Figure 1. Clock wires, drivers and flops (run 1).
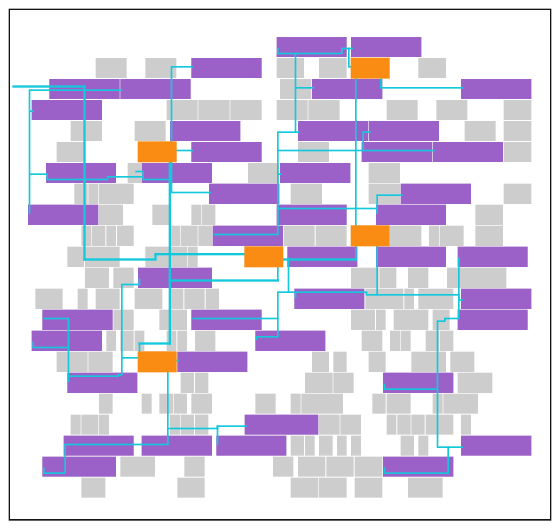
Figure 2. Cell classes on the final placement (run 1).
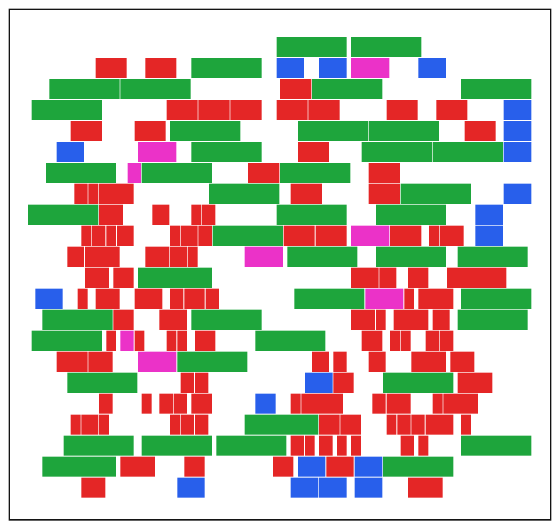
Figure 3. Clock wiring as the flow saved it (run 1).
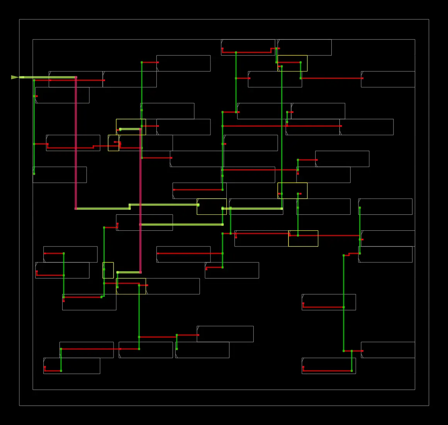
## src/rtl/adc_share_ctrl_pkg.sv

```systemverilog
// Shared constants for the tag ADC sharing controller.
//   - controller state encodings
//   - requester IDs
//   - default frame geometry and serial clock divider
//   - round-robin pick helper
package loctag_adc_pkg;

  localparam int unsigned CLK_DIV_DEF      = 2;
  localparam int unsigned FRAME_BITS_DEF   = 16;
  localparam int unsigned DATA_LSB_DEF     = 5;
  localparam int unsigned DATA_BITS_DEF    = 8;
  localparam int unsigned QUIET_CYCLES_DEF = 3;

  localparam logic [1:0] ST_IDLE  = 2'd0;
  localparam logic [1:0] ST_CONV  = 2'd1;
  localparam logic [1:0] ST_DONE  = 2'd2;
  localparam logic [1:0] ST_QUIET = 2'd3;

  localparam logic REQ_RSS = 1'b0;
  localparam logic REQ_ENV = 1'b1;

  // Winner for a non-empty request vector; on a tie the one not served last wins.
  function automatic logic rr_pick(input logic [1:0] req, input logic rr_last);
    return (req == 2'b11) ? ~rr_last : req[REQ_ENV];
  endfunction

endpackage

```

## src/rtl/adc_share_ctrl_if.sv

```systemverilog
// Requester handshake plus ADC pin bundle for adc_share_ctrl.
//   slave  : the controller side (drives grant/result and ADC cs/clk)
//   master : tag FSM / ADC side (drives req, hold, adc_so)
interface adc_share_ctrl_if
  import loctag_adc_pkg::*;
#(
  parameter int unsigned DATA_BITS = DATA_BITS_DEF
);
  logic [1:0]           req;
  logic                 hold;
  logic                 grant_id;
  logic                 busy;
  logic [DATA_BITS-1:0] data;
  logic                 valid;
  logic                 adc_cs;
  logic                 adc_clk;
  logic                 adc_so;

  modport slave (
    input  req, hold, adc_so,
    output grant_id, busy, data, valid, adc_cs, adc_clk
  );

  modport master (
    output req, hold, adc_so,
    input  grant_id, busy, data, valid, adc_cs, adc_clk
  );
endinterface

```

## src/rtl/adc_share_ctrl_frame_engine.sv

```systemverilog
// One serial ADC conversion frame: chip select, divided serial clock, MSB-first capture.
//   clk, reset  : system clock, async active-high reset
//   start_i     : begin a frame (cs drops next cycle)
//   adc_so_i    : ADC serial data, sampled on the cycle adc_clk rises
//   adc_cs_o    : chip select, active low
//   adc_clk_o   : serial clock, idle high
//   data_o      : result field of the captured frame
//   done_o      : one-cycle pulse after the last rising edge
module adc_frame_engine
  import loctag_adc_pkg::*;
#(
  parameter int unsigned CLK_DIV    = CLK_DIV_DEF,
  parameter int unsigned FRAME_BITS = FRAME_BITS_DEF,
  parameter int unsigned DATA_LSB   = DATA_LSB_DEF,
  parameter int unsigned DATA_BITS  = DATA_BITS_DEF
) (
  input  logic                 clk,
  input  logic                 reset,
  input  logic                 start_i,
  input  logic                 adc_so_i,
  output logic                 adc_cs_o,
  output logic                 adc_clk_o,
  output logic [DATA_BITS-1:0] data_o,
  output logic                 done_o
);
  localparam int unsigned DIV_W = 4;
  localparam int unsigned EDGES = 2 * FRAME_BITS;
  localparam int unsigned EW    = $clog2(EDGES + 1);
  // Only bits that can still reach the result field are kept; older bits fall off the top.
  localparam int unsigned SW    = DATA_LSB + DATA_BITS;

  logic             cs_q, cs_d;
  logic             sclk_q, sclk_d;
  logic [DIV_W-1:0] div_q, div_d;
  logic [EW-1:0]    edge_q, edge_d;
  logic [SW-1:0]    shift_q, shift_d;
  logic             done_q, done_d;

  // Half-period timing, clock toggling and capture.
  always_comb begin
    cs_d    = cs_q;
    sclk_d  = sclk_q;
    div_d   = div_q;
    edge_d  = edge_q;
    shift_d = shift_q;
    done_d  = 1'b0;
    if (start_i) begin
      cs_d   = 1'b0;
      sclk_d = 1'b1;
      div_d  = '0;
      edge_d = '0;
    end else if (!cs_q) begin
      if (div_q == DIV_W'(CLK_DIV - 1)) begin
        div_d  = '0;
        sclk_d = ~sclk_q;
        edge_d = edge_q + EW'(1);
        if (!sclk_q) begin
          shift_d = {shift_q[SW-2:0], adc_so_i};
        end
        if (edge_q == EW'(EDGES - 1)) begin
          cs_d   = 1'b1;
          done_d = 1'b1;
        end
      end else begin
        div_d = div_q + DIV_W'(1);
      end
    end
  end

  always_ff @(posedge clk or posedge reset) begin
    if (reset) begin
      cs_q    <= 1'b1;
      sclk_q  <= 1'b1;
      div_q   <= '0;
      edge_q  <= '0;
      shift_q <= '0;
      done_q  <= 1'b0;
    end else begin
      cs_q    <= cs_d;
      sclk_q  <= sclk_d;
      div_q   <= div_d;
      edge_q  <= edge_d;
      shift_q <= shift_d;
      done_q  <= done_d;
    end
  end

  assign adc_cs_o  = cs_q;
  assign adc_clk_o = sclk_q;
  assign data_o    = shift_q[SW-1 -: DATA_BITS];
  assign done_o    = done_q;

endmodule

```

## src/rtl/adc_share_ctrl.sv

```systemverilog
// Round-robin sharing of the tag's serial ADC between the RSS sampler (0) and
// the envelope detector (1); one full frame per grant, result tagged by requester.
//   clk, reset : system clock, async active-high reset
//   bus        : req/hold in, grant_id/busy/data/valid out, adc_cs/adc_clk out, adc_so in
module adc_share_ctrl
  import loctag_adc_pkg::*;
#(
  parameter int unsigned CLK_DIV      = CLK_DIV_DEF,
  parameter int unsigned FRAME_BITS   = FRAME_BITS_DEF,
  parameter int unsigned DATA_LSB     = DATA_LSB_DEF,
  parameter int unsigned DATA_BITS    = DATA_BITS_DEF,
  parameter int unsigned QUIET_CYCLES = QUIET_CYCLES_DEF
) (
  input logic             clk,
  input logic             reset,
  adc_share_ctrl_if.slave bus
);
  localparam int unsigned QW = 4;

  logic [1:0]           state_q, state_d;
  logic                 rr_last_q, rr_last_d;
  logic                 gid_q, gid_d;
  logic                 busy_q, busy_d;
  logic                 valid_q, valid_d;
  logic [DATA_BITS-1:0] data_q, data_d;
  logic [QW-1:0]        qcnt_q, qcnt_d;
  logic                 start_c;
  logic                 win_c;
  logic                 eng_done;
  logic [DATA_BITS-1:0] eng_data;

  adc_frame_engine #(
    .CLK_DIV   (CLK_DIV),
    .FRAME_BITS(FRAME_BITS),
    .DATA_LSB  (DATA_LSB),
    .DATA_BITS (DATA_BITS)
  ) u_engine (
    .clk      (clk),
    .reset    (reset),
    .start_i  (start_c),
    .adc_so_i (bus.adc_so),
    .adc_cs_o (bus.adc_cs),
    .adc_clk_o(bus.adc_clk),
    .data_o   (eng_data),
    .done_o   (eng_done)
  );

  // Arbitration, result capture and inter-frame quiet time.
  always_comb begin
    state_d   = state_q;
    rr_last_d = rr_last_q;
    gid_d     = gid_q;
    busy_d    = busy_q;
    valid_d   = 1'b0;
    data_d    = data_q;
    qcnt_d    = qcnt_q;
    start_c   = 1'b0;
    win_c     = rr_pick(bus.req, rr_last_q);
    case (state_q)
      ST_IDLE: begin
        if (!bus.hold && (bus.req != 2'b00)) begin
          start_c   = 1'b1;
          gid_d     = win_c;
          rr_last_d = win_c;
          busy_d    = 1'b1;
          state_d   = ST_CONV;
        end
      end
      ST_CONV: begin
        if (eng_done) begin
          valid_d = 1'b1;
          data_d  = eng_data;
          qcnt_d  = QW'(1);
          state_d = ST_DONE;
        end
      end
      ST_DONE: begin
        // The DONE cycle itself is the first quiet cycle.
        if (QUIET_CYCLES <= 1) begin
          busy_d  = 1'b0;
          state_d = ST_IDLE;
        end else begin
          state_d = ST_QUIET;
        end
      end
      default: begin
        if (qcnt_q >= QW'(QUIET_CYCLES - 1)) begin
          busy_d  = 1'b0;
          state_d = ST_IDLE;
        end else begin
          qcnt_d = qcnt_q + QW'(1);
        end
      end
    endcase
  end

  always_ff @(posedge clk or posedge reset) begin
    if (reset) begin
      state_q   <= ST_IDLE;
      rr_last_q <= 1'b1;
      gid_q     <= 1'b0;
      busy_q    <= 1'b0;
      valid_q   <= 1'b0;
      data_q    <= '0;
      qcnt_q    <= '0;
    end else begin
      state_q   <= state_d;
      rr_last_q <= rr_last_d;
      gid_q     <= gid_d;
      busy_q    <= busy_d;
      valid_q   <= valid_d;
      data_q    <= data_d;
      qcnt_q    <= qcnt_d;
    end
  end

  assign bus.grant_id = gid_q;
  assign bus.busy     = busy_q;
  assign bus.valid    = valid_q;
  assign bus.data     = data_q;

endmodule

```

## src/flat_wrapper.sv

```systemverilog
// flat-port wrapper written by rule: the top's interface ports become plain ports
module adc_share_ctrl_flat import loctag_adc_pkg::*;
#(
  parameter int unsigned CLK_DIV      = CLK_DIV_DEF,
  parameter int unsigned FRAME_BITS   = FRAME_BITS_DEF,
  parameter int unsigned DATA_LSB     = DATA_LSB_DEF,
  parameter int unsigned DATA_BITS    = DATA_BITS_DEF,
  parameter int unsigned QUIET_CYCLES = QUIET_CYCLES_DEF
)
  (clk, reset, bus_req, bus_hold, bus_adc_so, bus_grant_id, bus_busy, bus_data, bus_valid, bus_adc_cs, bus_adc_clk);
  adc_share_ctrl_if #(.DATA_BITS(DATA_BITS)) bus_i ();
  input logic clk;
  input logic reset;
  input wire logic [$bits(bus_i.req)-1:0] bus_req;
  input wire logic [$bits(bus_i.hold)-1:0] bus_hold;
  input wire logic [$bits(bus_i.adc_so)-1:0] bus_adc_so;
  output wire logic [$bits(bus_i.grant_id)-1:0] bus_grant_id;
  output wire logic [$bits(bus_i.busy)-1:0] bus_busy;
  output wire logic [$bits(bus_i.data)-1:0] bus_data;
  output wire logic [$bits(bus_i.valid)-1:0] bus_valid;
  output wire logic [$bits(bus_i.adc_cs)-1:0] bus_adc_cs;
  output wire logic [$bits(bus_i.adc_clk)-1:0] bus_adc_clk;
  assign bus_i.req = bus_req;
  assign bus_i.hold = bus_hold;
  assign bus_i.adc_so = bus_adc_so;
  assign bus_grant_id = bus_i.grant_id;
  assign bus_busy = bus_i.busy;
  assign bus_data = bus_i.data;
  assign bus_valid = bus_i.valid;
  assign bus_adc_cs = bus_i.adc_cs;
  assign bus_adc_clk = bus_i.adc_clk;
  adc_share_ctrl #(.CLK_DIV(CLK_DIV), .FRAME_BITS(FRAME_BITS), .DATA_LSB(DATA_LSB), .DATA_BITS(DATA_BITS), .QUIET_CYCLES(QUIET_CYCLES)) u_core (.clk(clk), .reset(reset), .bus(bus_i));
endmodule
```

## config.mk

```make
export PLATFORM = sky130hd
export DESIGN_NAME = adc_share_ctrl_flat
export DESIGN_NICKNAME = d
export VERILOG_FILES = /design/src/rtl/adc_share_ctrl_pkg.sv /design/src/rtl/adc_share_ctrl_if.sv /design/src/rtl/adc_share_ctrl_frame_engine.sv /design/src/rtl/adc_share_ctrl.sv /design/src/flat_wrapper.sv
export SDC_FILE = /design/constraint.sdc
export NUM_CORES = 1
export LEC_CHECK = 0
export ABC_CLOCK_PERIOD_IN_PS = 4100
export CORE_AREA = 2 2 68 64
export CTS_CLUSTER_SIZE = 25
export DETAILED_ROUTE_END_ITERATION = 16
export DIE_AREA = 0 0 70 66
export HOLD_SLACK_MARGIN = 0.08
export PLACE_DENSITY_LB_ADDON = 0.05
export SYNTH_ARGS = -nofsm -noshare
export SYNTH_HDL_FRONTEND = slang
export SYNTH_HIERARCHICAL = 1
export SYNTH_SLANG_ARGS = --single-unit
```

## constraint.sdc

```tcl
create_clock -name clk -period 4.1 [get_ports clk]
set_input_delay 0.82 -clock clk [delete_from_list [all_inputs] [get_ports clk]]
set_output_delay 0.82 -clock clk [all_outputs]
set_load 0.05 [all_outputs]
```

==> results.sh, run 1 <==
# yosys + openroad results
export IMPL_clk_path_buf_depth=2
export IMPL_rows=22
export IMPL_largest_register="u_core/u_engine/shift_q"
export IMPL_comb_cells=108
export IMPL_final_nonclk_buf_share_pct=8.00
export IMPL_critPathBufInv=2
export IMPL_gp_congestion=0.808
export IMPL_grt_pass1_wl_um=6030
export IMPL_io_buffers=18
export IMPL_wire_per_inst_um=14.3
export IMPL_xor_share_pct=1.26
export IMPL_diodes=0
export IMPL_yosysTopAreaCell="dfrtp_1"
export IMPL_core_um2=3910
export IMPL_synth_stat_cells=177
export IMPL_largestClassByArea="sequential cells"
export IMPL_clock_latency_ps=300
export IMPL_reg2reg_from="u_core/state_q[1]$_DFFE_PP0P_"
export IMPL_r2r_end="u_core/u_engine/shift_q[7]$_DFFE_PP0P_"
export IMPL_crit_path_max_incr_delay_ps=460
export IMPL_final_cell_mix="dfrtp_1, mux2_2, clkdlybuf4s50_1, inv_1, a21oi_1"
export IMPL_drtIter0Drc=46
export IMPL_tns_ps=0
export IMPL_wl_met3_um=89
export IMPL_min_from="u_core/bus.grant_id$_DFFE_PP0P_"
export IMPL_cp_endpoint="u_core/u_engine/shift_q[7]$_DFFE_PP0P_"
export IMPL_synth_cell_types=43
export IMPL_comb_power_share_pct=34.2
export IMPL_path_cells="clkdlybuf4s50_1, o21bai_1, nor2_1, buf_4, nor4_1, nand2_1, mux2_2"
export IMPL_top_logic_kind="simple AND/OR/NAND/NOR gates"
export IMPL_ctsHoldBuffers=0
export IMPL_dr_max_layer_used="met4"
export IMPL_vias_per_cell=5.45
export IMPL_hp_class="reg2reg"
export IMPL_syn_inst=177
export IMPL_yosysTopAreaCellShare_pct=49.1
export IMPL_busiest_layer="met2"
export IMPL_cts_resized=0
export IMPL_tool_warnings=31
export IMPL_die_w_um=70
export IMPL_pg_seq_w=0.000595
export IMPL_grt_antenna_before_repair=0
export IMPL_area_delta_synth_final_pct=12.4
export IMPL_powerDensity_nw_per_um2=565
export IMPL_worst_ep_arrival_time_ps=2830
export IMPL_design_area_um2=2350
export IMPL_setup_viol=0
export IMPL_dr_pass1_iters=4
export IMPL_clk_pin_slew_worst_paths_ps=80
export IMPL_reg2reg_slack_ps=1770
export IMPL_drc_errors=0
export IMPL_antenna_left=0
export IMPL_crit_start="bus_req[0]"
export IMPL_grt_max_degree=27
export IMPL_start_kind="primary input"
export IMPL_worstSetupPathDepth=7
export IMPL_path_class="in2reg"
export IMPL_seq_area_um2=1100
export IMPL_grt_pass1_vias=1291
export IMPL_seq_power_share_pct=44.9
export IMPL_crit_slowest_cell="clkdlybuf4s50_1"
export IMPL_finalNonFillerCells=239
export IMPL_layout_nets=205
export IMPL_end_kind="flop"
export IMPL_p_leak_nw=1.08
export IMPL_dr_wl_met2_um=1610
export IMPL_holdPathEnd="u_core/bus.grant_id$_DFFE_PP0P_"
export IMPL_inv_count=12
export IMPL_yosys_warnings=6
export IMPL_power_switching_w=0.000467
export IMPL_rsz0062_at_grt="no"
export IMPL_fp_util_pct=53.4
export IMPL_relSlewSlack_pct=35.0
export IMPL_p_int_w=0.000860
export IMPL_clock_power_share_pct=20.9
export IMPL_fin_util_pct=60.1
export IMPL_topCellsByArea="dfrtp_1, mux2_2, ha_1, dfstp_2, buf_4"
export IMPL_path_max_fanout=15
export IMPL_vias=1302
export IMPL_cts_made_buffers=5
export IMPL_synth_dominant_cell_count="dfrtp_1"
export IMPL_synthesis_nets=192
export IMPL_n_fill_cell=312
export IMPL_largest_reg_flops=13
export IMPL_cts_tree="yes"
export IMPL_vdd_drop_max_v=0.000300
export IMPL_ys_ff=44
export IMPL_top_power_group="sequential cells"
export IMPL_period_minus_slack_ps=2640
export IMPL_dp_cells=231
export IMPL_synth_area_um2=2090
export IMPL_use_met1_pct=21.0
export IMPL_p_clk_w=0.000278
export IMPL_cpLargestDelayFamily="simple AND/OR/NAND/NOR gates"
export IMPL_min_period_over_period_pct=64.5
export IMPL_syn_area_per_cell_um2=11.8
export IMPL_p_total_w=0.00133
export IMPL_edf_count=0
export IMPL_grt_use_total_pct=17.0
export IMPL_mux_area_share_pct=12.8
export IMPL_async_flop_share_pct=100
export IMPL_required_ps=4280
export IMPL_top_cells_by_count="dfrtp_1, mux2_2, inv_1, a21oi_1, nand2_1"
export IMPL_post_place_ws_ps=1170
export IMPL_postCtsSetupBuffers=0
export IMPL_status="finished clean"
export IMPL_drive_gt1_share_pct=22.0
export IMPL_die_h_um=66
export IMPL_hpwlAfterDp_um=2450
export IMPL_synthAdderAreaFrac_pct=5.39
export IMPL_num_tap_cells=48
export IMPL_slew_violations=0
export IMPL_layout_top_cell="dfrtp_1"
export IMPL_dieArea_um2=4620
export IMPL_gr_usage_met3_pct=3.81
export IMPL_whs_path_depth=1
export IMPL_synth_yosys_seq_area_share_pct=52.9
export IMPL_p_comb_w=0.000454
export IMPL_max_freq_mhz=378
export IMPL_cts_root_buffer="clkbuf_8"
## Picture notes: Figure 1
legend:
  cyan:
    item: clock wires
    length: 526 um
  orange:
    item: clock drivers
    count: 5
  purple:
    item: flip-flops
    count: 44
routed clock nets: 6

## Picture notes: Figure 2
legend:
  blue:
    class: other buffers and delay cells
    cells: 19
    share_of_their_area: 8.2%
  red:
    class: combinational and other logic
    cells: 120
    share_of_their_area: 39%
  green:
    class: flops
    cells: 44
    share_of_their_area: 48%
  magenta:
    class: clock drivers and dummy loads
    cells: 8
    share_of_their_area: 4.0%

## Picture notes: Figure 3
CTS sink cnt: 44
flip-flops: 44
Worst Skew: 10.9 ps

Figure 4. Where the registers sit (run 1).
Scale bar: 20 um. Other sequential cells in the stronger grey, the rest of the logic in the fainter grey.
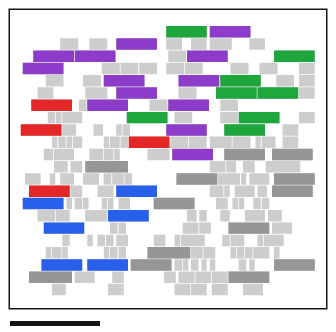

==> run 2: changes to the inputs <==
Settings changed: ABC_CLOCK_PERIOD_IN_PS 4100 to 2550.
Clock period 4.1 ns to 2.55 ns, I/O delays scaled along.
Figure 5. Where the registers sit (run 2).
Scale bar: 20 um. Other sequential cells in the stronger grey, the rest of the logic in the fainter grey.
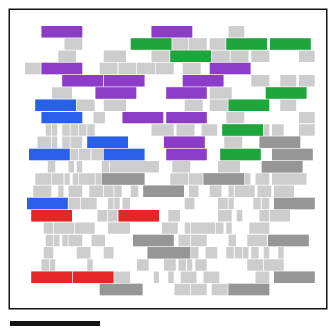
legend:
  red:
    name_in_the_netlist: u_core/u_engine/div_q
    placed_flops: 4
    where: south-west
  blue:
    name_in_the_netlist: u_core/u_engine/edge_q
    placed_flops: 6
    where: west
  green:
    name_in_the_netlist: u_core/bus.data
    placed_flops: 8
  purple:
    name_in_the_netlist: u_core/u_engine/shift_q
    placed_flops: 13
    where: north
not coloured: 13
Flop+latch power: 0.000957 W
sequential share of cell area: 46.4%

==> results.sh, run 2 <==
# yosys + openroad results
export IMPL_topCellsByArea="dfrtp_1, mux2_2, ha_1, dfstp_2, buf_4"
export IMPL_p_total_w=0.00225
export IMPL_cts_root_buffer="clkbuf_8"
export IMPL_reg2reg_slack_ps=320
export IMPL_comb_cells=108
export IMPL_core_um2=3910
export IMPL_max_freq_mhz=439
export IMPL_ys_ff=44
export IMPL_finalNonFillerCells=240
export IMPL_dr_max_layer_used="met4"
export IMPL_layout_top_cell="dfrtp_1"
export IMPL_clock_latency_ps=290
export IMPL_flops=44
export IMPL_holdPathEnd="u_core/bus.grant_id$_DFFE_PP0P_"
export IMPL_hp_class="reg2reg"
export IMPL_drive_gt1_share_pct=22.4
export IMPL_p_clk_w=0.000553
export IMPL_synth_yosys_seq_area_share_pct=52.9
export IMPL_top_cells_by_count="dfrtp_1, mux2_2, inv_1, a21oi_1, nand2_1"
export IMPL_xor_share_pct=1.26
export IMPL_use_met1_pct=21.4
export IMPL_postCtsSetupBuffers=0
export IMPL_worst_ep_arrival_time_ps=1770
export IMPL_syn_area_per_cell_um2=11.8
export IMPL_layout_nets=206
export IMPL_largest_reg_flops=13
export IMPL_fin_util_pct=61.0
export IMPL_gp_congestion=0.729
export IMPL_inv_count=12
export IMPL_design_area_um2=2380
export IMPL_power_switching_w=0.000760
export IMPL_path_class="reg2out"
export IMPL_yosysTopAreaCell="dfrtp_1"
export IMPL_dr_wl_met2_um=1740
export IMPL_critPathBufInv=1
export IMPL_drtIter0Drc=73
export IMPL_die_h_um=66
export IMPL_cts_made_buffers=5
export IMPL_vias=1322
export IMPL_rows=22
export IMPL_async_flop_share_pct=100
export IMPL_clock_skew_final_ps=5.19
export IMPL_synth_dominant_cell_count="dfrtp_1"
export IMPL_setup_viol=0
export IMPL_end_kind="output pin"
export IMPL_busiest_layer="met2"
export IMPL_synthesis_nets=192
export IMPL_seq_power_share_pct=42.6
export IMPL_clk_pin_slew_worst_paths_ps=80
export IMPL_status="finished clean"
export IMPL_post_place_ws_ps=10.6
export IMPL_whs_path_depth=1
export IMPL_grt_antenna_before_repair=0
export IMPL_die_w_um=70
export IMPL_cpLargestDelayFamily="buffers and inverters"
export IMPL_area_delta_synth_final_pct=14.1
export IMPL_synth_cell_types=43
export IMPL_seq_area_um2=1100
export IMPL_top_power_group="sequential cells"
export IMPL_diodes=0
export IMPL_ctsHoldBuffers=0
export IMPL_mux_area_share_pct=12.8
export IMPL_rsz0062_at_grt="no"
export IMPL_dr_pass1_iters=4
export IMPL_grt_max_degree=27
export IMPL_powerDensity_nw_per_um2=943
export IMPL_synthAdderAreaFrac_pct=5.39
export IMPL_drc_errors=0
export IMPL_relSlewSlack_pct=46.6
export IMPL_grt_pass1_wl_um=6170
export IMPL_dieArea_um2=4620
export IMPL_path_cells="clkdlybuf4s50_1"
export IMPL_num_tap_cells=48
export IMPL_vdd_drop_max_v=0.000506
No activity file was given, so power comes from the tool's default toggle rates.
